Figure 1. Wiring by layer.
Scale: 3 px per um. Only two layers are drawn.
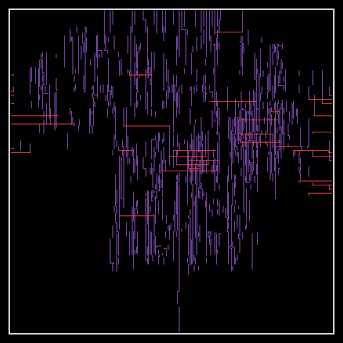
Figure 2. Placed standard cells.
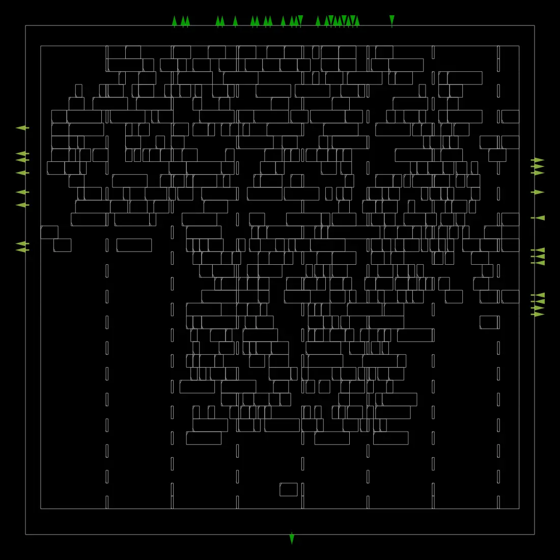
File: config.mk
export PLATFORM = sky130hd
export DESIGN_NAME = gtfmac_link_bringup_ctrl
export DESIGN_NICKNAME = d
export VERILOG_FILES = /design/src/rtl/gtfmac_link_bringup_ctrl_pkg.sv /design/src/rtl/gtfmac_link_bringup_ctrl_timer.sv /design/src/rtl/gtfmac_link_bringup_ctrl.sv
export SDC_FILE = /design/constraint.sdc
export NUM_CORES = 1
export LEC_CHECK = 0
export ABC_CLOCK_PERIOD_IN_PS = 4700
export CORE_MARGIN = 3
export CORE_UTILIZATION = 30
export CTS_CLUSTER_DIAMETER = 200
export DETAILED_ROUTE_END_ITERATION = 16
export SLEW_MARGIN = 20
export SYNTH_ARGS = -nofsm -noshare
export SYNTH_HDL_FRONTEND = slang
export SYNTH_SLANG_ARGS = --single-unit
File: constraint.sdc
create_clock -name s_axi_aclk -period 4.7 [get_ports s_axi_aclk]
set_clock_uncertainty 0.2 [all_clocks]
set_input_delay 0.94 -clock s_axi_aclk [delete_from_list [all_inputs] [get_ports s_axi_aclk]]
set_output_delay 0.94 -clock s_axi_aclk [all_outputs]
set_load 0.01 [all_outputs]
File: src/rtl/gtfmac_link_bringup_ctrl_pkg.sv
// Shared types and constants for the GTF MAC link bring-up controller.
// Holds the state encoding, bus widths and the state -> control output decode.
package gtfmac_link_bringup_ctrl_pkg;

  localparam int unsigned STATE_W = 3;
  localparam int unsigned RETRY_W = 4;
  localparam int unsigned DROP_W  = 16;
  localparam int unsigned LB_W    = 3;

  typedef enum logic [STATE_W-1:0] {
    ST_IDLE         = 3'd0,
    ST_RST_ALL      = 3'd1,
    ST_WAIT_RSTDONE = 3'd2,
    ST_WAIT_LOCK    = 3'd3,
    ST_STABLE       = 3'd4,
    ST_UP           = 3'd5,
    ST_RX_RECOVER   = 3'd6,
    ST_FAIL         = 3'd7
  } state_e;

  // Per-state control outputs driven towards the MAC soft register wrapper.
  typedef struct packed {
    logic gt_reset_all;
    logic gt_rx_reset;
    logic tx_send_idle;
    logic tx_send_rfi;
    logic tx_send_lfi;
    logic link_up;
    logic link_fail;
  } ctl_out_t;

  // Control outputs while held in reset (same as the IDLE decode).
  localparam ctl_out_t CTL_RESET = '{
    gt_reset_all: 1'b1,
    gt_rx_reset:  1'b0,
    tx_send_idle: 1'b1,
    tx_send_rfi:  1'b0,
    tx_send_lfi:  1'b0,
    link_up:      1'b0,
    link_fail:    1'b0
  };

  // Moore decode of a state into its control outputs.
  function automatic ctl_out_t decode_state(input state_e st);
    ctl_out_t c;
    c = '0;
    unique case (st)
      ST_IDLE, ST_RST_ALL: begin
        c.gt_reset_all = 1'b1;
        c.tx_send_idle = 1'b1;
      end
      ST_WAIT_RSTDONE: c.tx_send_idle = 1'b1;
      ST_WAIT_LOCK, ST_STABLE: c.tx_send_rfi = 1'b1;
      ST_UP: c.link_up = 1'b1;
      ST_RX_RECOVER: begin
        c.gt_rx_reset = 1'b1;
        c.tx_send_lfi = 1'b1;
      end
      ST_FAIL: begin
        c.gt_reset_all = 1'b1;
        c.tx_send_idle = 1'b1;
        c.link_fail    = 1'b1;
      end
      default: c = '0;
    endcase
    return c;
  endfunction

endpackage

File: src/rtl/gtfmac_link_bringup_ctrl_timer.sv
// Dwell timer for the bring-up FSM: counts cycles spent in the current state.
// Ports: clk, rst (sync, active-high), clr (restart at 0), en (count),
//        cmp (terminal value), eq_c (combinational cnt == cmp).
module gtfmac_link_bringup_ctrl_timer #(
  parameter int unsigned CNT_W = 24
) (
  input  logic             clk,
  input  logic             rst,
  input  logic             clr,
  input  logic             en,
  input  logic [CNT_W-1:0] cmp,
  output logic             eq_c
);

  logic [CNT_W-1:0] cnt_q;

  // Clear wins over count so a new state always starts from zero.
  always_ff @(posedge clk) begin
    if (rst || clr) begin
      cnt_q <= '0;
    end else if (en) begin
      cnt_q <= cnt_q + CNT_W'(1);
    end
  end

  assign eq_c = (cnt_q == cmp);

endmodule

File: src/rtl/gtfmac_link_bringup_ctrl.sv
// GTF MAC link bring-up sequencer (s_axi_aclk domain).
// Sequences GT reset, reset-done wait, RX lock, stability qualification,
// link-up monitoring, RX-only recovery and bounded full-reset retries.
// Inputs : s_axi_aclk, s_axi_areset (sync, active-high), enable, start,
//          loopback_cfg, tx/rx_resetn_out_sync, stat_rx_status_sync,
//          stat_rx_hi_ber_sync (all pre-synchronized).
// Outputs: ctl_gt_* resets, ctl_local_loopback, ctl_tx_send_{idle,rfi,lfi},
//          link_up, link_fail, retry_cnt, link_drop_cnt, state_o; all registered.
module gtfmac_link_bringup_ctrl
  import gtfmac_link_bringup_ctrl_pkg::*;
#(
  parameter int unsigned RESET_PULSE_CYC = 16,
  parameter int unsigned TIMEOUT_CYC     = 1000000,
  parameter int unsigned STABLE_CYC      = 256,
  parameter int unsigned MAX_RETRIES     = 7,
  parameter int unsigned CNT_W           = 24
) (
  input  logic               s_axi_aclk,
  input  logic               s_axi_areset,
  input  logic               enable,
  input  logic               start,
  input  logic [LB_W-1:0]    loopback_cfg,
  input  logic               tx_resetn_out_sync,
  input  logic               rx_resetn_out_sync,
  input  logic               stat_rx_status_sync,
  input  logic               stat_rx_hi_ber_sync,
  output logic               ctl_gt_reset_all,
  output logic               ctl_gt_rx_reset,
  output logic               ctl_gt_tx_reset,
  output logic [LB_W-1:0]    ctl_local_loopback,
  output logic               ctl_tx_send_idle,
  output logic               ctl_tx_send_rfi,
  output logic               ctl_tx_send_lfi,
  output logic               link_up,
  output logic               link_fail,
  output logic [RETRY_W-1:0] retry_cnt,
  output logic [DROP_W-1:0]  link_drop_cnt,
  output logic [STATE_W-1:0] state_o
);

  localparam logic [CNT_W-1:0]   PULSE_LAST   = CNT_W'(RESET_PULSE_CYC - 1);
  localparam logic [CNT_W-1:0]   TIMEOUT_LAST = CNT_W'(TIMEOUT_CYC - 1);
  localparam logic [CNT_W-1:0]   STABLE_LAST  = CNT_W'(STABLE_CYC - 1);
  localparam logic [RETRY_W-1:0] RETRY_MAX    = RETRY_W'(MAX_RETRIES);
  localparam logic [DROP_W-1:0]  DROP_SAT     = '1;

  state_e             state_q, state_d;
  ctl_out_t           ctl_q;
  logic [RETRY_W-1:0] retry_cnt_q, retry_cnt_d;
  logic [DROP_W-1:0]  link_drop_cnt_q, link_drop_cnt_d;
  logic [LB_W-1:0]    loopback_q, loopback_d;

  logic               tmr_clr, tmr_en, tmr_eq_c;
  logic [CNT_W-1:0]   tmr_cmp;
  logic               link_good_c, resetn_done_c, retry_exhausted_c;

  assign link_good_c       = stat_rx_status_sync && !stat_rx_hi_ber_sync;
  assign resetn_done_c     = tx_resetn_out_sync && rx_resetn_out_sync;
  assign retry_exhausted_c = (retry_cnt_q == RETRY_MAX);

  // Single dwell timer; restarted on every state change. In STABLE it doubles
  // as the consecutive-good counter because any bad cycle leaves the state.
  assign tmr_clr = (state_d != state_q);

  gtfmac_link_bringup_ctrl_timer #(
    .CNT_W (CNT_W)
  ) u_timer (
    .clk  (s_axi_aclk),
    .rst  (s_axi_areset),
    .clr  (tmr_clr),
    .en   (tmr_en),
    .cmp  (tmr_cmp),
    .eq_c (tmr_eq_c)
  );

  // Next-state, counter and timer-control logic.
  always_comb begin
    state_d         = state_q;
    retry_cnt_d     = retry_cnt_q;
    link_drop_cnt_d = link_drop_cnt_q;
    loopback_d      = loopback_q;
    tmr_en          = 1'b0;
    tmr_cmp         = TIMEOUT_LAST;

    unique case (state_q)
      ST_IDLE, ST_FAIL: begin
        if (start) begin
          state_d     = ST_RST_ALL;
          retry_cnt_d = '0;
          loopback_d  = loopback_cfg;
        end
      end
      ST_RST_ALL, ST_RX_RECOVER: begin
        tmr_en  = 1'b1;
        tmr_cmp = PULSE_LAST;
        if (tmr_eq_c) state_d = ST_WAIT_RSTDONE;
      end
      ST_WAIT_RSTDONE: begin
        tmr_en = 1'b1;
        if (resetn_done_c) begin
          state_d = ST_WAIT_LOCK;
        end else if (tmr_eq_c) begin
          if (retry_exhausted_c) begin
            state_d = ST_FAIL;
          end else begin
            state_d     = ST_RST_ALL;
            retry_cnt_d = retry_cnt_q + RETRY_W'(1);
          end
        end
      end
      ST_WAIT_LOCK: begin
        tmr_en = 1'b1;
        if (link_good_c) begin
          state_d = ST_STABLE;
        end else if (tmr_eq_c) begin
          if (retry_exhausted_c) begin
            state_d = ST_FAIL;
          end else begin
            state_d     = ST_RST_ALL;
            retry_cnt_d = retry_cnt_q + RETRY_W'(1);
          end
        end
      end
      ST_STABLE: begin
        tmr_en  = 1'b1;
        tmr_cmp = STABLE_LAST;
        if (!link_good_c) begin
          state_d = ST_WAIT_LOCK;
        end else if (tmr_eq_c) begin
          state_d = ST_UP;
        end
      end
      ST_UP: begin
        // RX-only recovery: retry budget is deliberately left alone here.
        if (!link_good_c) begin
          state_d = ST_RX_RECOVER;
          if (link_drop_cnt_q != DROP_SAT) begin
            link_drop_cnt_d = link_drop_cnt_q + DROP_W'(1);
          end
        end
      end
      default: state_d = ST_IDLE;
    endcase

    // Disable overrides everything, including a coincident start.
    if (!enable) begin
      state_d         = ST_IDLE;
      retry_cnt_d     = retry_cnt_q;
      link_drop_cnt_d = link_drop_cnt_q;
      loopback_d      = loopback_q;
    end
  end

  // State, counters and registered output decode of the next state.
  always_ff @(posedge s_axi_aclk) begin
    if (s_axi_areset) begin
      state_q         <= ST_IDLE;
      ctl_q           <= CTL_RESET;
      retry_cnt_q     <= '0;
      link_drop_cnt_q <= '0;
      loopback_q      <= '0;
    end else begin
      state_q         <= state_d;
      ctl_q           <= decode_state(state_d);
      retry_cnt_q     <= retry_cnt_d;
      link_drop_cnt_q <= link_drop_cnt_d;
      loopback_q      <= loopback_d;
    end
  end

  assign ctl_gt_reset_all   = ctl_q.gt_reset_all;
  assign ctl_gt_rx_reset    = ctl_q.gt_rx_reset;
  assign ctl_gt_tx_reset    = 1'b0;
  assign ctl_local_loopback = loopback_q;
  assign ctl_tx_send_idle   = ctl_q.tx_send_idle;
  assign ctl_tx_send_rfi    = ctl_q.tx_send_rfi;
  assign ctl_tx_send_lfi    = ctl_q.tx_send_lfi;
  assign link_up            = ctl_q.link_up;
  assign link_fail          = ctl_q.link_fail;
  assign retry_cnt          = retry_cnt_q;
  assign link_drop_cnt      = link_drop_cnt_q;
  assign state_o            = state_q;

endmodule

==> impl_metrics.ini <==
; synthesis and place-and-route metrics
[status]
status = finished, final reports clean

[yosys]
edf_count = 0
ys_cells = 388
fp_nets = 402
yosys_area_mm2 = 0.00310
ys_async_sr_fraction_pct = 0
ys_types = 58
syn_area_mm2 = 0.00310
avgSynthCellArea_um2 = 7.99
numSynthFlops = 56
ys_warn_count = 0
syn_inst = 388
synth_top_flop_cell = dfxtp_1
synth-seq-area-share_pct = 36.1

[power_and_ir_drop]
clkPwrFrac_pct = 37.2
swShare_pct = 22.8
p_per_area_mw_per_mm2 = 230
vdd_drop_max_mv = 0.133
p_leak_nw = 1.32
combPwrFrac_pct = 6.7
p_sw_mw = 0.196
p_seq_share_pct = 56.1
p_total_mw = 0.858

[sta]
setup_ws_ps = 1370
rsz0062_at_grt = no
finalMaxSlewViolations = 0
finalSetupTns_ps = 0
hold_viol_final = 0
tightest_slew_ps = 839
finalClockPeriodUsage_pct = 70.8
hold_ws_ps = 304
layout_min_cycle_time_ps = 3330
fmax_mhz = 300
setup-violations-final = 0
max-slew-margin-rel_pct = 43.6

[layout]
drive_above_1_share_pct = 6.18
n_antenna_cell = 0
layout_top_cells = nor2_1 (61), dfxtp_1 (56), nand2_1 (44), clkdlybuf4s50_1 (43), nand3_1 (34)
area_growth_pct = 20.5
fin_nets = 434
mostFrequentLayoutCell = nor2_1
regArea_mm2 = 0.00112
postLayoutCellArea_mm2 = 0.00374
logic_area_mm2 = 0.00187

[die]
fp_util_pct = 31.3
die_area_mm2 = 0.0116
coreArea_mm2 = 0.00991
ios = 45
die_x_um = 108
die_height_um = 108

[placement]
hpwl_um = 5060
preCtsSetupSlack_ps = 1020
io_buffers = 43
gp_congestion = 0.874

[clock_network]
post_cts_buffers = 0
ctsLongestPathBuffers = 2
cts_resized = 0
cts_root_buffer = clkbuf_8
cts.hold.buffers_added = 0
cts_sinks = 56
cts-htree-levels = 2
cts_tree = done
cts.clk_slew.worst_paths_ps = 110
cts_made_buffers = 5
clock_latency_ps = 310

[worst_setup_path]
r2r_start = state_o[0]
critPathMaxFanout = 13
end_kind = flop
crit_chain = clkdlybuf4s50_1 -> nor4b_1 -> o211a_1 -> and4_1 -> nand3_1 -> xor2_1 -> nor2_1
crit_arrival_ps = 3330
crit_path_start_kind = input pin
cp_top_family = simple AND/OR/NAND/NOR gates
cp.required_ps = 4700
worst_r2r_path_depth = 7
slowest_delay_ps = 750
crit_start = enable
cp_slowest_cell = clkdlybuf4s50_1
path_class = input pin to flop
critPathBufInv = 1
cp.depth = 7

[routing]
wl_per_cell_um = 12.9
drc = 0
first_pass_iters = 4
ant_nets = 0
dr_total_vias = 2777
via_per_inst = 5.01
drt-total-wl_um = 7120
drt_iter0_drc = 142

[worst_hold_path]
hold_start = ctl_local_loopback[2]
hold_path.class = flop to flop
hold_depth = 2

[grt]
grt_antenna_before_repair = 0
grt-ovfl-total = 0
grt_pass1_wl_um = 12000
track_usage_pct = 12.3
grt_max_degree = 28

[job]
warnings = 26
maxCapViolCount = 0
Notes on Figure 1 above:
purple -> M2  # wire length 3270 um
red -> M3  # wire length 294 um

Notes on Figure 2 above:
fillcell total: 1023
Cell Rows: 36

## cells in the mapped netlist (all sizes together), types with 2 or more instances
| cell type | count | share of area (%) |
|---|---|---|
| nor2 | 61 | 7.4 |
| dfxtp | 56 | 36 |
| nand2 | 45 | 5.5 |
| nand3 | 34 | 5.5 |
| xnor2 | 24 | 6.8 |
| xor2 | 14 | 4.0 |
| clkbuf | 12 | 1.5 |
| nand4 | 11 | 2.2 |
| o21ai | 10 | 1.6 |
| and3 | 9 | 1.8 |
| buf | 9 | 1.7 |
| a21oi | 8 | 1.3 |
| nor3 | 8 | 1.5 |
| mux2i | 7 | 2.3 |
| and2 | 6 | 1.2 |
| and4 | 6 | 1.7 |
| nor3b | 6 | 1.6 |
| or2 | 6 | 1.3 |
| nor2b | 5 | 1.0 |
| and3b | 4 | 1.1 |
| or3 | 4 | 0.81 |
| a31oi | 3 | 0.61 |
| ha | 3 | 1.2 |
| inv | 3 | 0.36 |
| nor4 | 3 | 0.81 |
| o211a | 3 | 0.97 |
| o31ai | 3 | 1.2 |
| a22oi | 2 | 0.65 |
| mux2 | 2 | 0.73 |
| nand2b | 2 | 0.40 |
| nor4b | 2 | 0.56 |
| o2111ai | 2 | 0.77 |
| o21a | 2 | 0.48 |
| or4 | 2 | 0.61 |
## power groups by stage
stage	combinational, mW	sequential (mW)	clock (mW)
global route	0.0640	0.482	0.354
finish	0.0576	0.481	0.319
global placement	0.0573	0.492	0
detailed placement	0.0576	0.492	0
floorplan	0.0379	0.491	0
CTS	0.0577	0.481	0.332
## final cells by class
type,count,area share (%)
Inverter,4,0.435
Multi-Input combinational cell,307,49.9
Tap cell,133,4.45
Sequential cell,56,30.0
Clock buffer,5,1.84
Timing Repair Buffer,46,12.1
Clock inverter,3,1.24
## flip-flops by register name, indices dropped and copies added, names as in the netlist
signal              flops
ctl_gt_reset_all        1
ctl_local_loopback      3
ctl_tx_send_idle        1
ctl_tx_send_lfi         1
ctl_tx_send_rfi         1
link_drop_cnt          16
link_fail               1
link_up                 1
retry_cnt               4
state_o                 3
u_timer.cnt_q          24
## metal layers
metal  GRT usage, %  share of wire [%]  wire, um  vias to the layer above
met4           3.07               0.81        58                        0
met3           2.28                4.1       294                        4
li1               -                  -         -                     1407
met2           19.6                 46      3270                       57
met5              0                  0         0                        -
met1           17.1                 49      3500                     1309
## logic make-up after synthesis
family / Yosys count / share of synthesized area [%]
compound gates: 41 / 9.80
other cells: 1 / 0.121
flops: 56 / 36.1
simple gates: 215 / 35.3
mux: 9 / 2.99
fa+ha+maj: 3 / 1.21
buf+inv: 25 / 3.67
xor+xnor: 38 / 10.7
## stage by stage
stage                     util [%]  cells
after floorplan                  -    388
after global placement        36.6    546
after detailed placement      36.6    546
after CTS                     37.7    554
after global routing          37.7    554
final                         37.7    554
## worst paths after layout
path	to	slack, ps
worst max-delay path	link_drop_cnt[15]	1370
worst min-delay path	ctl_local_loopback[2]	300
worst max register to register	u_timer.cnt_q[21]	1390
worst min register to register	ctl_local_loopback[2]	300
## worst register-to-register path, delay by kind of cell (launching register included)
| family | cells | cell delay (ps) |
|---|---|---|
| mux | 1 | 410 |
| simple gates | 3 | 630 |
| compound gates | 3 | 1130 |
| flops | 1 | 800 |
Power is estimated from default activity; no workload was simulated.
